**config.mk**
```make
export PLATFORM = sky130hd
export DESIGN_NAME = mc_control_fsm
export DESIGN_NICKNAME = d
export VERILOG_FILES = /design/src/rtl/mc_ctrl_pkg.sv /design/src/rtl/mc_wait_timer.sv /design/src/rtl/mc_control_fsm.sv
export SDC_FILE = /design/constraint.sdc
export NUM_CORES = 1
export LEC_CHECK = 0
export ABC_CLOCK_PERIOD_IN_PS = 5900
export CORE_MARGIN = 3
export CORE_UTILIZATION = 30
export CTS_BUF_LIST = sky130_fd_sc_hd__clkbuf_4
export DETAILED_ROUTE_END_ITERATION = 10
export GPL_TIMING_DRIVEN = 0
export PLACE_DENSITY_LB_ADDON = 0.05
export SETUP_SLACK_MARGIN = 0.4
export SLEW_MARGIN = 10
export SYNTH_ARGS = -nofsm -noshare
export SYNTH_HDL_FRONTEND = slang
export SYNTH_SLANG_ARGS = --single-unit
```
**constraint.sdc**
```tcl
create_clock -name clk -period 5.9 [get_ports clk]
set_input_delay 1.18 -clock clk [delete_from_list [all_inputs] [get_ports clk]]
set_output_delay 1.18 -clock clk [all_outputs]
set_load 0.05 [all_outputs]
```
**src/rtl/mc_ctrl_pkg.sv**
```systemverilog
// Shared definitions for the multi-cycle control FSM: state codes,
// pc_sel codes, wait-timer width and the default memory timeout.
package mc_ctrl_pkg;

    typedef enum logic [2:0] {
        ST_IDLE   = 3'd0,
        ST_FETCH  = 3'd1,
        ST_DECODE = 3'd2,
        ST_EXEC   = 3'd3,
        ST_MEM    = 3'd4,
        ST_WB     = 3'd5,
        ST_HALT   = 3'd6,
        ST_ERR    = 3'd7
    } state_e;

    localparam logic [1:0] PC_SEL_SEQ    = 2'b00;
    localparam logic [1:0] PC_SEL_BRANCH = 2'b01;
    localparam logic [1:0] PC_SEL_JUMP   = 2'b10;

    localparam int TIMEOUT_CYCLES_DEFAULT = 15;
    localparam int WAIT_CNT_W             = 8;

    // Decoder flags captured at the end of DECODE.
    typedef struct packed {
        logic reg_write;
        logic mem_to_reg;
        logic mem_write;
        logic branch;
        logic jump;
    } dec_flags_t;

    // Jump has priority over a taken branch; otherwise sequential.
    function automatic logic [1:0] pc_sel_f(
        input dec_flags_t f,
        input logic       taken
    );
        if (f.jump) begin
            return PC_SEL_JUMP;
        end else if (f.branch && taken) begin
            return PC_SEL_BRANCH;
        end
        return PC_SEL_SEQ;
    endfunction

endpackage

```
**src/rtl/mc_wait_timer.sv**
```systemverilog
// Memory wait timer: counts stalled cycles, flags expiry on the last
// allowed stall cycle. Ports: clk, resetn, clear, count -> expire.
module mc_wait_timer
    import mc_ctrl_pkg::*;
#(
    parameter int LIMIT = TIMEOUT_CYCLES_DEFAULT
) (
    input  logic clk,
    input  logic resetn,
    input  logic clear,
    input  logic count,
    output logic expire
);

    localparam logic [WAIT_CNT_W-1:0] LAST = WAIT_CNT_W'(LIMIT - 1);

    logic [WAIT_CNT_W-1:0] cnt_q;
    logic [WAIT_CNT_W-1:0] cnt_d;

    // Expiry depends only on the stored count, never on clear, so the
    // FSM can use it to pick its next state without a loop.
    assign expire = count && (cnt_q == LAST);

    always_comb begin
        cnt_d = cnt_q;
        if (clear) begin
            cnt_d = '0;
        end else if (count) begin
            cnt_d = cnt_q + 1'b1;
        end
    end

    always_ff @(posedge clk) begin
        if (!resetn) begin
            cnt_q <= '0;
        end else begin
            cnt_q <= cnt_d;
        end
    end

endmodule

```
**src/rtl/mc_control_fsm.sv**
```systemverilog
// Multi-cycle CPU control FSM: sequences FETCH/DECODE/EXEC/MEM/WB,
// drives imem/dmem/rf/pc strobes, counts retired instructions and
// latches a sticky fault when a memory stalls past TIMEOUT_CYCLES.
// Ports: clk, resetn, halt; imem_req/imem_ready, ir_we; dec_* flags,
// br_taken; dmem_req/dmem_we/dmem_ready; rf_we, wb_sel; pc_we, pc_sel;
// state, timeout_err, instret.
module mc_control_fsm
    import mc_ctrl_pkg::*;
#(
    parameter int TIMEOUT_CYCLES = TIMEOUT_CYCLES_DEFAULT
) (
    input  logic        clk,
    input  logic        resetn,
    input  logic        halt,
    output logic        imem_req,
    input  logic        imem_ready,
    output logic        ir_we,
    input  logic        dec_reg_write,
    input  logic        dec_mem_to_reg,
    input  logic        dec_mem_write,
    input  logic        dec_branch,
    input  logic        dec_jump,
    input  logic        br_taken,
    output logic        dmem_req,
    output logic        dmem_we,
    input  logic        dmem_ready,
    output logic        rf_we,
    output logic        wb_sel,
    output logic        pc_we,
    output logic [1:0]  pc_sel,
    output logic [2:0]  state,
    output logic        timeout_err,
    output logic [31:0] instret
);

    state_e      state_q;
    state_e      state_d;
    dec_flags_t  flags_q;
    dec_flags_t  flags_d;
    logic        taken_q;
    logic        taken_d;
    logic [31:0] instret_q;
    logic [31:0] instret_d;
    logic        timeout_err_q;
    logic        timeout_err_d;

    logic        wait_count;
    logic        wait_clear;
    logic        wait_expire;
    logic        complete;

    // Stall cycles are those spent in FETCH/MEM without a ready.
    assign wait_count = ((state_q == ST_FETCH) && !imem_ready) ||
                        ((state_q == ST_MEM)   && !dmem_ready);

    // Any state change restarts the count, so FETCH and MEM are always
    // entered with a cleared timer.
    assign wait_clear = (state_d != state_q);

    mc_wait_timer #(
        .LIMIT (TIMEOUT_CYCLES)
    ) u_wait_timer (
        .clk    (clk),
        .resetn (resetn),
        .clear  (wait_clear),
        .count  (wait_count),
        .expire (wait_expire)
    );

    always_comb begin
        state_d       = state_q;
        flags_d       = flags_q;
        taken_d       = taken_q;
        instret_d     = instret_q;
        timeout_err_d = timeout_err_q;
        complete      = 1'b0;
        imem_req      = 1'b0;
        ir_we         = 1'b0;
        dmem_req      = 1'b0;
        dmem_we       = 1'b0;
        rf_we         = 1'b0;
        wb_sel        = 1'b0;
        pc_we         = 1'b0;
        pc_sel        = PC_SEL_SEQ;

        unique case (state_q)
            ST_IDLE: begin
                state_d = halt ? ST_HALT : ST_FETCH;
            end
            ST_FETCH: begin
                imem_req = 1'b1;
                if (imem_ready) begin
                    ir_we   = 1'b1;
                    state_d = ST_DECODE;
                end else if (wait_expire) begin
                    state_d = ST_ERR;
                end
            end
            ST_DECODE: begin
                flags_d.reg_write  = dec_reg_write;
                flags_d.mem_to_reg = dec_mem_to_reg;
                flags_d.mem_write  = dec_mem_write;
                flags_d.branch     = dec_branch;
                flags_d.jump       = dec_jump;
                taken_d            = 1'b0;
                state_d            = ST_EXEC;
            end
            ST_EXEC: begin
                // Keep the branch outcome for completion in MEM/WB.
                taken_d = br_taken;
                if (flags_q.mem_write || flags_q.mem_to_reg) begin
                    state_d = ST_MEM;
                end else if (flags_q.reg_write) begin
                    state_d = ST_WB;
                end else begin
                    complete = 1'b1;
                end
            end
            ST_MEM: begin
                dmem_req = 1'b1;
                dmem_we  = flags_q.mem_write;
                if (dmem_ready) begin
                    if (flags_q.mem_to_reg) begin
                        state_d = ST_WB;
                    end else begin
                        complete = 1'b1;
                    end
                end else if (wait_expire) begin
                    state_d = ST_ERR;
                end
            end
            ST_WB: begin
                rf_we    = 1'b1;
                wb_sel   = flags_q.mem_to_reg;
                complete = 1'b1;
            end
            ST_HALT: begin
                if (!halt) begin
                    state_d = ST_FETCH;
                end
            end
            ST_ERR: begin
                state_d = ST_ERR;
            end
            default: begin
                state_d = ST_ERR;
            end
        endcase

        // Single retirement point shared by EXEC, MEM and WB.
        if (complete) begin
            pc_we     = 1'b1;
            pc_sel    = pc_sel_f(flags_q,
                                 (state_q == ST_EXEC) ? br_taken : taken_q);
            instret_d = instret_q + 32'd1;
            state_d   = halt ? ST_HALT : ST_FETCH;
        end

        if (state_d == ST_ERR) begin
            timeout_err_d = 1'b1;
        end
    end

    always_ff @(posedge clk) begin
        if (!resetn) begin
            state_q       <= ST_IDLE;
            flags_q       <= '0;
            taken_q       <= 1'b0;
            instret_q     <= '0;
            timeout_err_q <= 1'b0;
        end else begin
            state_q       <= state_d;
            flags_q       <= flags_d;
            taken_q       <= taken_d;
            instret_q     <= instret_d;
            timeout_err_q <= timeout_err_d;
        end
    end

    assign state       = state_q;
    assign timeout_err = timeout_err_q;
    assign instret     = instret_q;

endmodule

```
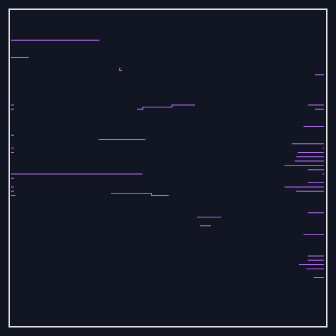
**Above:** M3 wires.
main direction: horizontal
nets with wire on the layer: 38
wire length on this layer: 276 um
longest straight run: 41.2 um

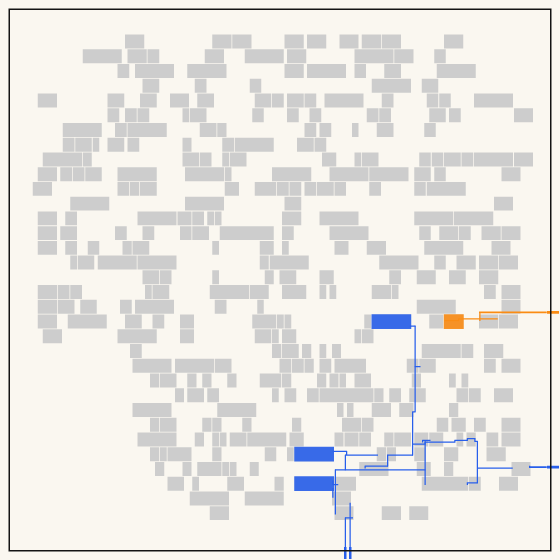
**Above:** I/O nets highlighted.
[br_taken] orange | direction: input | edge: right | end cells: 1 | buffers: 1 | wire: 23.7 um
[state] blue | direction: output | edge: 2 bottom, 1 right | end cells: 3 | buffers: 3 | wire: 135 um

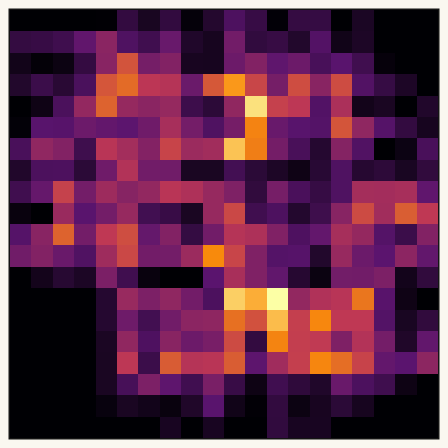
**Above:** wiring heat map.
The die is cut into 20 by 20 equal tiles; black is low, pale yellow is high, scaled to the fullest tile. Values are wire area over tile area, all layers added.
mean over tiles: 0.095
fullest tile: 0.39
emptiest ninth of the die: bottom left
tiles over half the peak: 12%
nearly empty tiles: 18%

==> ci_impl_report.md <==
## PnR job results

| Metric | Value |
|---|---|
| Status | completed |
| Fmax | 210 MHz |
| Logic family by area | simple AND/OR/NAND/NOR gates |
| Hold Startpoint | timeout_err |
| Int Pwr | between 0.6 and 0.7 mW |
| Fraction of layout cells with a size suffix above 1 | about 7.4% |
| Area of the mapped netlist | 2630 um2 |
| Ys Warns | 0 |
| Syn avg cell area | about 9.1 um2 |
| Final setup fails | 0 |
| GRT met3 Usage | around 3.2% |
| Initial DRC Count | 43 |
| Metal1 wirelength | 3180 um |
| Most numerous logic cell after layout | clkdlybuf4s50_1 |
| Register area | 1000 um2 |
| Flop share of the area | 29.8% |
| Clock power share | between 15 and 20% |
| Crit path to | pc_sel[0] |
| Clk pin slew, worst setup/hold paths | 0.15 ns |
| Multi-input combinational area share | 45.0% |
| Min cycle time layout | 4.77 ns |
| Detailed-route via count | around 2,200 |
| Clk_lat worst skew | 0.37 ns |
| Post-synthesis xor/xnor area fraction | 13.6% |
| Vias in the first global route | 2,066 |
| Top Consumer | combinational logic |
| Critical path peak fanout | 10 |
| Net switching power | 0.460 mW |
| Main area contributors | dfxtp_1, xnor2_1, and2_1 |
| Final Hold Fails | 0 |
| Comb pwr | 0.510 mW |
| Antenna fix cells | 0 |
| Worst EP required | 4.72 ns |
| Max Slew Vio Count | 0 |
| Hold Path Class | reg2reg |
| Multi-input logic area | 1510 um2 |
| Sequential share of power | 36.8% |
| Complex Gates by Area | 7.51% |
No activity file was given, so power comes from the tool's default toggle rates.
